**Gate families picked out**

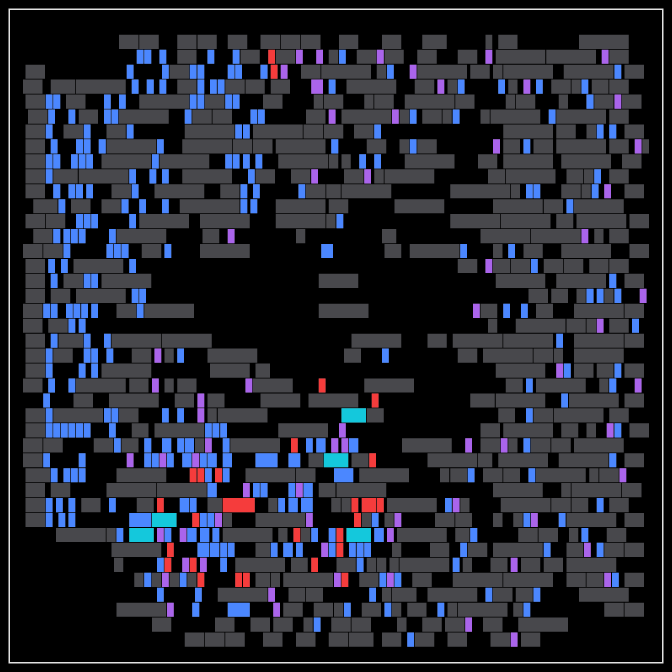
**Routing congestion map**

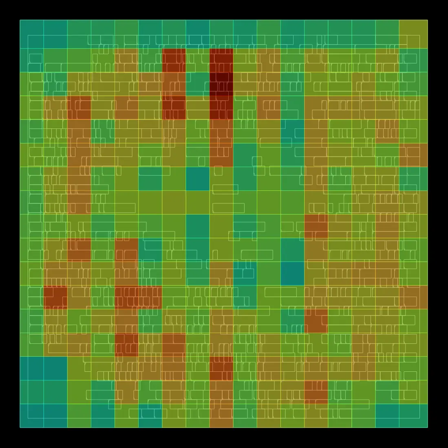
### config.mk
export PLATFORM = sky130hd
export DESIGN_NAME = rom_fetch_arbiter
export DESIGN_NICKNAME = d
export VERILOG_FILES = /design/src/rtl/rom_fetch_arbiter.sv
export SDC_FILE = /design/constraint.sdc
export NUM_CORES = 1
export LEC_CHECK = 0
export ABC_AREA = 1
export CORE_MARGIN = 2
export CORE_UTILIZATION = 39
export CTS_BUF_LIST = sky130_fd_sc_hd__clkbuf_8 sky130_fd_sc_hd__clkbuf_16
export CTS_CLUSTER_SIZE = 16
export DETAILED_ROUTE_END_ITERATION = 8
export PLACE_DENSITY = 0.77
export SYNTH_ARGS = -nofsm -noshare
export SYNTH_HDL_FRONTEND = slang
export SYNTH_SLANG_ARGS = --single-unit
export TNS_END_PERCENT = 100
### constraint.sdc
create_clock -name i_clk -period 4.24 [get_ports i_clk]
set_input_delay 1.272 -clock i_clk [delete_from_list [all_inputs] [get_ports i_clk]]
set_output_delay 1.272 -clock i_clk [all_outputs]
set_load 0.02 [all_outputs]
### src/rtl/rom_fetch_arbiter.sv
// rom_fetch_arbiter: shares one combinational instruction ROM between the CPU
// fetch port (A, priority) and a debug burst-read port (B). Read data returns
// registered one cycle after each grant. B is forced a beat after MAX_WAIT
// consecutive cycles lost to A.
// Optional feature macro: ROM_ERR_CHECK_EN enables address error checking
// (a_err / b_err); without it both error outputs stay 0.
module rom_fetch_arbiter #(
  parameter int unsigned ROM_WORDS = 128,
  parameter int unsigned MAX_WAIT  = 8,
  parameter int unsigned BLEN_W    = 8
) (
  input  logic              i_clk,
  input  logic              i_reset,
  input  logic              i_a_req,
  input  logic [31:0]       i_a_addr,
  output logic              o_a_gnt,
  output logic              o_a_rvalid,
  output logic [31:0]       o_a_rdata,
  output logic              o_a_err,
  input  logic              i_b_req,
  input  logic [31:0]       i_b_addr,
  input  logic [BLEN_W-1:0] i_b_len,
  output logic              o_b_busy,
  output logic              o_b_gnt,
  output logic              o_b_rvalid,
  output logic [31:0]       o_b_rdata,
  output logic              o_b_done,
  output logic              o_b_err,
  output logic [31:0]       o_rom_addr,
  input  logic [31:0]       i_rom_data
);

  localparam int unsigned IW = $clog2(ROM_WORDS);
  localparam int unsigned WW = $clog2(MAX_WAIT + 1);
  localparam logic [31:0] ErrInsn = 32'h0800_0000;  // "j 0"

  typedef enum logic [0:0] {StIdle, StBBurst} state_e;

  state_e             r_state;
  logic [31-IW-2:0]   r_base_hi;
  logic [IW-1:0]      r_idx;
  logic [BLEN_W-1:0]  r_rem;
  logic [WW-1:0]      r_wait_cnt;
  logic               r_a_rvalid;
  logic [31:0]        r_a_rdata;
  logic               r_a_err;
  logic               r_b_rvalid;
  logic [31:0]        r_b_rdata;
  logic               r_b_done;
  logic               r_b_err;

  logic w_force;
  logic w_b_gnt;
  logic w_a_gnt;
  logic w_b_last;
  logic w_a_bad;
  logic w_b_bad;

`ifdef ROM_ERR_CHECK_EN
  // Misaligned, or beyond the last ROM word.
  assign w_a_bad = (i_a_addr[1:0] != 2'b00) | (i_a_addr[31:IW+2] != '0);
  assign w_b_bad = (i_b_addr[1:0] != 2'b00);
`else
  logic w_unused_b_addr;
  assign w_unused_b_addr = ^i_b_addr[1:0];
  assign w_a_bad = 1'b0;
  assign w_b_bad = 1'b0;
`endif

  assign w_force  = (r_wait_cnt == WW'(MAX_WAIT));
  assign w_b_gnt  = (r_state == StBBurst) & (~i_a_req | w_force);
  assign w_a_gnt  = i_a_req & ~w_b_gnt;
  assign w_b_last = (r_rem == '0);

  assign o_a_gnt    = w_a_gnt;
  assign o_b_gnt    = w_b_gnt;
  assign o_b_busy   = (r_state == StBBurst);
  assign o_rom_addr = w_b_gnt ? {r_base_hi, r_idx, 2'b00} : i_a_addr;

  assign o_a_rvalid = r_a_rvalid;
  assign o_a_rdata  = r_a_rdata;
  assign o_a_err    = r_a_err;
  assign o_b_rvalid = r_b_rvalid;
  assign o_b_rdata  = r_b_rdata;
  assign o_b_done   = r_b_done;
  assign o_b_err    = r_b_err;

  // Burst FSM: capture, beat sequencing, starvation counter and B read return.
  always_ff @(posedge i_clk or posedge i_reset) begin
    if (i_reset) begin
      r_state    <= StIdle;
      r_base_hi  <= '0;
      r_idx      <= '0;
      r_rem      <= '0;
      r_wait_cnt <= '0;
      r_b_rvalid <= 1'b0;
      r_b_rdata  <= '0;
      r_b_done   <= 1'b0;
      r_b_err    <= 1'b0;
    end else begin
      r_b_rvalid <= w_b_gnt;
      r_b_done   <= w_b_gnt & w_b_last;
      r_b_err    <= 1'b0;
      if (w_b_gnt) begin
        r_b_rdata <= i_rom_data;
      end
      case (r_state)
        StIdle: begin
          r_wait_cnt <= '0;
          if (i_b_req) begin
            if (w_b_bad) begin
              // Rejected burst: report and stay idle, no beats issued.
              r_b_err  <= 1'b1;
              r_b_done <= 1'b1;
            end else begin
              r_base_hi <= i_b_addr[31:IW+2];
              r_idx     <= i_b_addr[IW+1:2];
              r_rem     <= i_b_len;
              r_state   <= StBBurst;
            end
          end
        end
        StBBurst: begin
          if (w_b_gnt) begin
            r_wait_cnt <= '0;
            r_idx      <= r_idx + IW'(1);
            r_rem      <= r_rem - BLEN_W'(1);
            if (w_b_last) begin
              r_state <= StIdle;
            end
          end else if (w_a_gnt && !w_force) begin
            r_wait_cnt <= r_wait_cnt + WW'(1);
          end
        end
        default: r_state <= StIdle;
      endcase
    end
  end

  // Port A read return: data (or error word) one cycle after each A grant.
  always_ff @(posedge i_clk or posedge i_reset) begin
    if (i_reset) begin
      r_a_rvalid <= 1'b0;
      r_a_rdata  <= '0;
      r_a_err    <= 1'b0;
    end else begin
      r_a_rvalid <= w_a_gnt;
      r_a_err    <= w_a_gnt & w_a_bad;
      if (w_a_gnt) begin
        r_a_rdata <= w_a_bad ? ErrInsn : i_rom_data;
      end
    end
  end

endmodule
==> qor.log <==
qor: global_route.global_route.usage.met2 0.3100
qor: drt.vias_per_cell 4.570
qor: synthesis.number_of_library_cell_types_mapped_by_synthesis 25
qor: drt.drt_first_pass_iters 4
qor: synthesis.ys.warnings.count 0
qor: synthesis.post_synth_main_logic_family simple AND/OR/NAND/NOR gates
qor: die.fp_util 0.4031
qor: pwr.power.total 3.634 mW
qor: global_route.grt_antenna_before_repair 0
qor: worst_setup_path.reg2reg_setup_slack 2.10 ns
qor: run.openroad.warnings 30
qor: synthesis.post_synth_inst_count 621
qor: cts.clk-insertion-delay-late 0.34 ns
qor: cts.tritoncts.num_buffers 9
qor: worst_setup_path.critical_path.endpoint_type output port
qor: cts.tritoncts done
qor: final_layout.synthesis_to_finish_area_growth 50.06%
qor: placement.port_buffers 207
qor: drt.wirelength 12970 um
qor: final_timing.final_max_slew_viol_count 0
qor: status.outcome finished, final reports clean
qor: global_route.grt_usage 0.1899
qor: final_layout.final_layout_top_logic_cells sky130_fd_sc_hd__nand2_1, sky130_fd_sc_hd__clkdlybuf4s50_1, sky130_fd_sc_hd__dfrtp_1
qor: final_timing.post_layout_worst_setup_margin 0.09387 ns
qor: cts.clock_sink_count 110
qor: synthesis.mux_share 0
qor: final_layout.finish.net_count 934
qor: global_route.grt_busiest_layer met2
qor: pwr.vdd.ir_drop.worst 0.0002446 V
qor: cts.h_tree_depth 3
qor: synthesis.synth_sequential_area_ratio 0.5367
qor: final_timing.grt_setup_unrepaired no
qor: synthesis.syn-cell-area 5129 sq um
qor: final_timing.max_slew.worst_pin.slew 0.7236 ns
qor: worst_setup_path.critical_path_peak_fanout 9
qor: run.timing.max_cap.violations 0
qor: global_route.grt_start_max_net_pins 64
qor: min_path.type_of_the_most_critical_hold_path register to register
qor: die.design.die.area 14080 sq um
qor: final_timing.worst_hold_slack_across_all_endpoints 0.4807 ns
qor: placement.dpl-instance-area 7353 sq um
qor: global_route.global_route_wire_length_before_repair 21780 um
qor: drt.initialDrtViolationCount 254
qor: worst_setup_path.timing.critical_path.from_type primary input
qor: final_timing.timing.clock.skew 0.008557 ns
qor: synthesis.synth-compound-area-share 0.1186
qor: drt.drc_errors 0
qor: worst_setup_path.setup.worst_path.class primary input to output port
qor: global_route.first_global_vias 4440
qor: drt.antenna_left 0
qor: synthesis.synthXorXnorAreaFrac 0.003415
qor: placement.preCtsSetupSlack 0.03106 ns
qor: worst_setup_path.data_required_time_of_the_worst_path 2.97 ns
qor: final_timing.finalCritPeriodShare 0.9779
qor: final_timing.max_freq 0.2412 GHz
qor: synthesis.yosys_area 5129 sq um
qor: placement.post-dp-hpwl 9629 um
qor: final_layout.diodes 0
qor: final_timing.setup_viol 0
qor: synthesis.synth_area_per_cell 8.259 sq um
qor: placement.place.gp.congestion 0.8171
qor: drt.vias 4561
qor: die.fp-row-count 41
qor: die.num_io_pins 212
qor: die.chipHeight 118.7 um
qor: pwr.power.density 472.2 nW/um^2
qor: final_timing.final_hold_viol_count 0
qor: final_layout.layout.core_utilization 0.6049
qor: synthesis.adder_and_majority_cell_fraction_of_the_synthesized_area 0.01220
qor: global_route.grt_overflow_total 0
qor: final_timing.final_period_minus_worst_setup_slack 4.146 ns
qor: synthesis.synth-cells-yosys 621
qor: final_timing.tns 0 ns
qor: die.core_area 12720 sq um
qor: die.die_width 118.7 um
qor: final_layout.layout-drive-gt1-share 0.08354
qor: cts.clock_tree.root_cell sky130_fd_sc_hd__clkbuf_16
qor: worst_setup_path.worstPathArrival 2.87 ns
qor: cts.clkSlewWorstSetupHoldPaths 0.07 ns
Notes on 'gate families picked out' above:
| color | family | cells | most used |
|---|---|---|---|
| purple | inverters | 66 | inv_1 |
| blue | NAND gates | 280 | nand2_1 |
| cyan | adder and majority cells | 5 | ha_1 |
| red | NOR gates | 27 | nor2_1 |
most frequent logic cell in the layout: sky130_fd_sc_hd__nand2_1
multi-input gate share of total cell area: 0.2499
number of standard cells in the final layout excluding fillers: 998

Notes on 'routing congestion map' above:
GR Layer Usage met3: 0.04199
Routed WL per cell: 12.99 um

## repair_timing
action                                  CTS  global route
setup buffers                             0             0
resized                                   0             9
hold buffers                              0             0
endpoints found under the setup margin    0             9
## cells by family after synthesis
family | count (synthesis)
xor+xnor | 2
flops | 110
other cells | 1
fa+ha+maj | 5
simple gates | 307
compound gates | 99
buf+inv | 97
## cell usage after synthesis, drive strengths merged
cell	number	area share
nand2	261	0.20
dfrtp	110	0.54
o21ai	95	0.11
inv	66	0.048
buf	30	0.040
nor2	25	0.018
nand3	17	0.018
ha	5	0.012
a21oi	4	0.0061
nand4	2	0.0024
clkbuf	1	0.00073
conb	1	0.00073
nor3	1	0.0032
nor3b	1	0.0015
xnor2	1	0.0017
xor2	1	0.0017
## state kept, by name, indices dropped and copies added, names as in the netlist
signal / count
o_b_rdata: 32
o_b_done: 1
o_a_rdata: 32
r_wait_cnt: 4
o_b_busy: 1
r_base_hi: 23
o_b_rvalid: 1
o_a_rvalid: 1
r_rem: 8
r_idx: 7
## area by class of cell
class	instances	area, sq um
Clock inverter	7	95.09
Clock buffer	9	225.2
Timing Repair Buffer	219	2235
Inverter	66	250.2
Sequential cell	110	2753
Tap cell	172	215.2
Multi-Input combinational cell	415	1923
Fill cell	1158	5026
## worst max-delay path, stage by stage
cell and delay [ns]:
sky130_fd_sc_hd__clkdlybuf4s50_1 0.49, sky130_fd_sc_hd__nand2_2 0.08, sky130_fd_sc_hd__nand2_4 0.10, sky130_fd_sc_hd__buf_4 0.18, sky130_fd_sc_hd__nand2_1 0.07, sky130_fd_sc_hd__nand2_1 0.06, sky130_fd_sc_hd__clkdlybuf4s50_1 0.61
## worst paths after layout
kind	start	cells after the start	end
max in group asynchronous	i_reset	3	o_a_rdata[1]$_DFFE_PP0P_
min in group asynchronous	i_reset	2	o_b_rdata[2]$_DFFE_PP0P_
max	i_a_req	7	o_rom_addr[9]
min reg2reg	o_a_rdata[16]$_DFFE_PP0P_	2	o_a_rdata[16]$_DFFE_PP0P_
min	o_a_rdata[16]$_DFFE_PP0P_	2	o_a_rdata[16]$_DFFE_PP0P_
max reg2reg	r_wait_cnt[0]$_DFFE_PP0P_	10	o_a_rdata[25]$_DFFE_PP0P_
## power by group
part	total [mW]	leakage (nW)	internal (mW)	switching (mW)
registers	1.47	1.36	1.30	0.165
clock network	0.903	0.156	0.520	0.383
logic	1.26	2.31	0.585	0.677
## routing by layer
layer	vias up	part of all wire
met5	-	0
met4	0	0.017
met3	17	0.062
met2	162	0.47
met1	2067	0.45
li1	2315	-
Power is estimated from default activity; no workload was simulated.
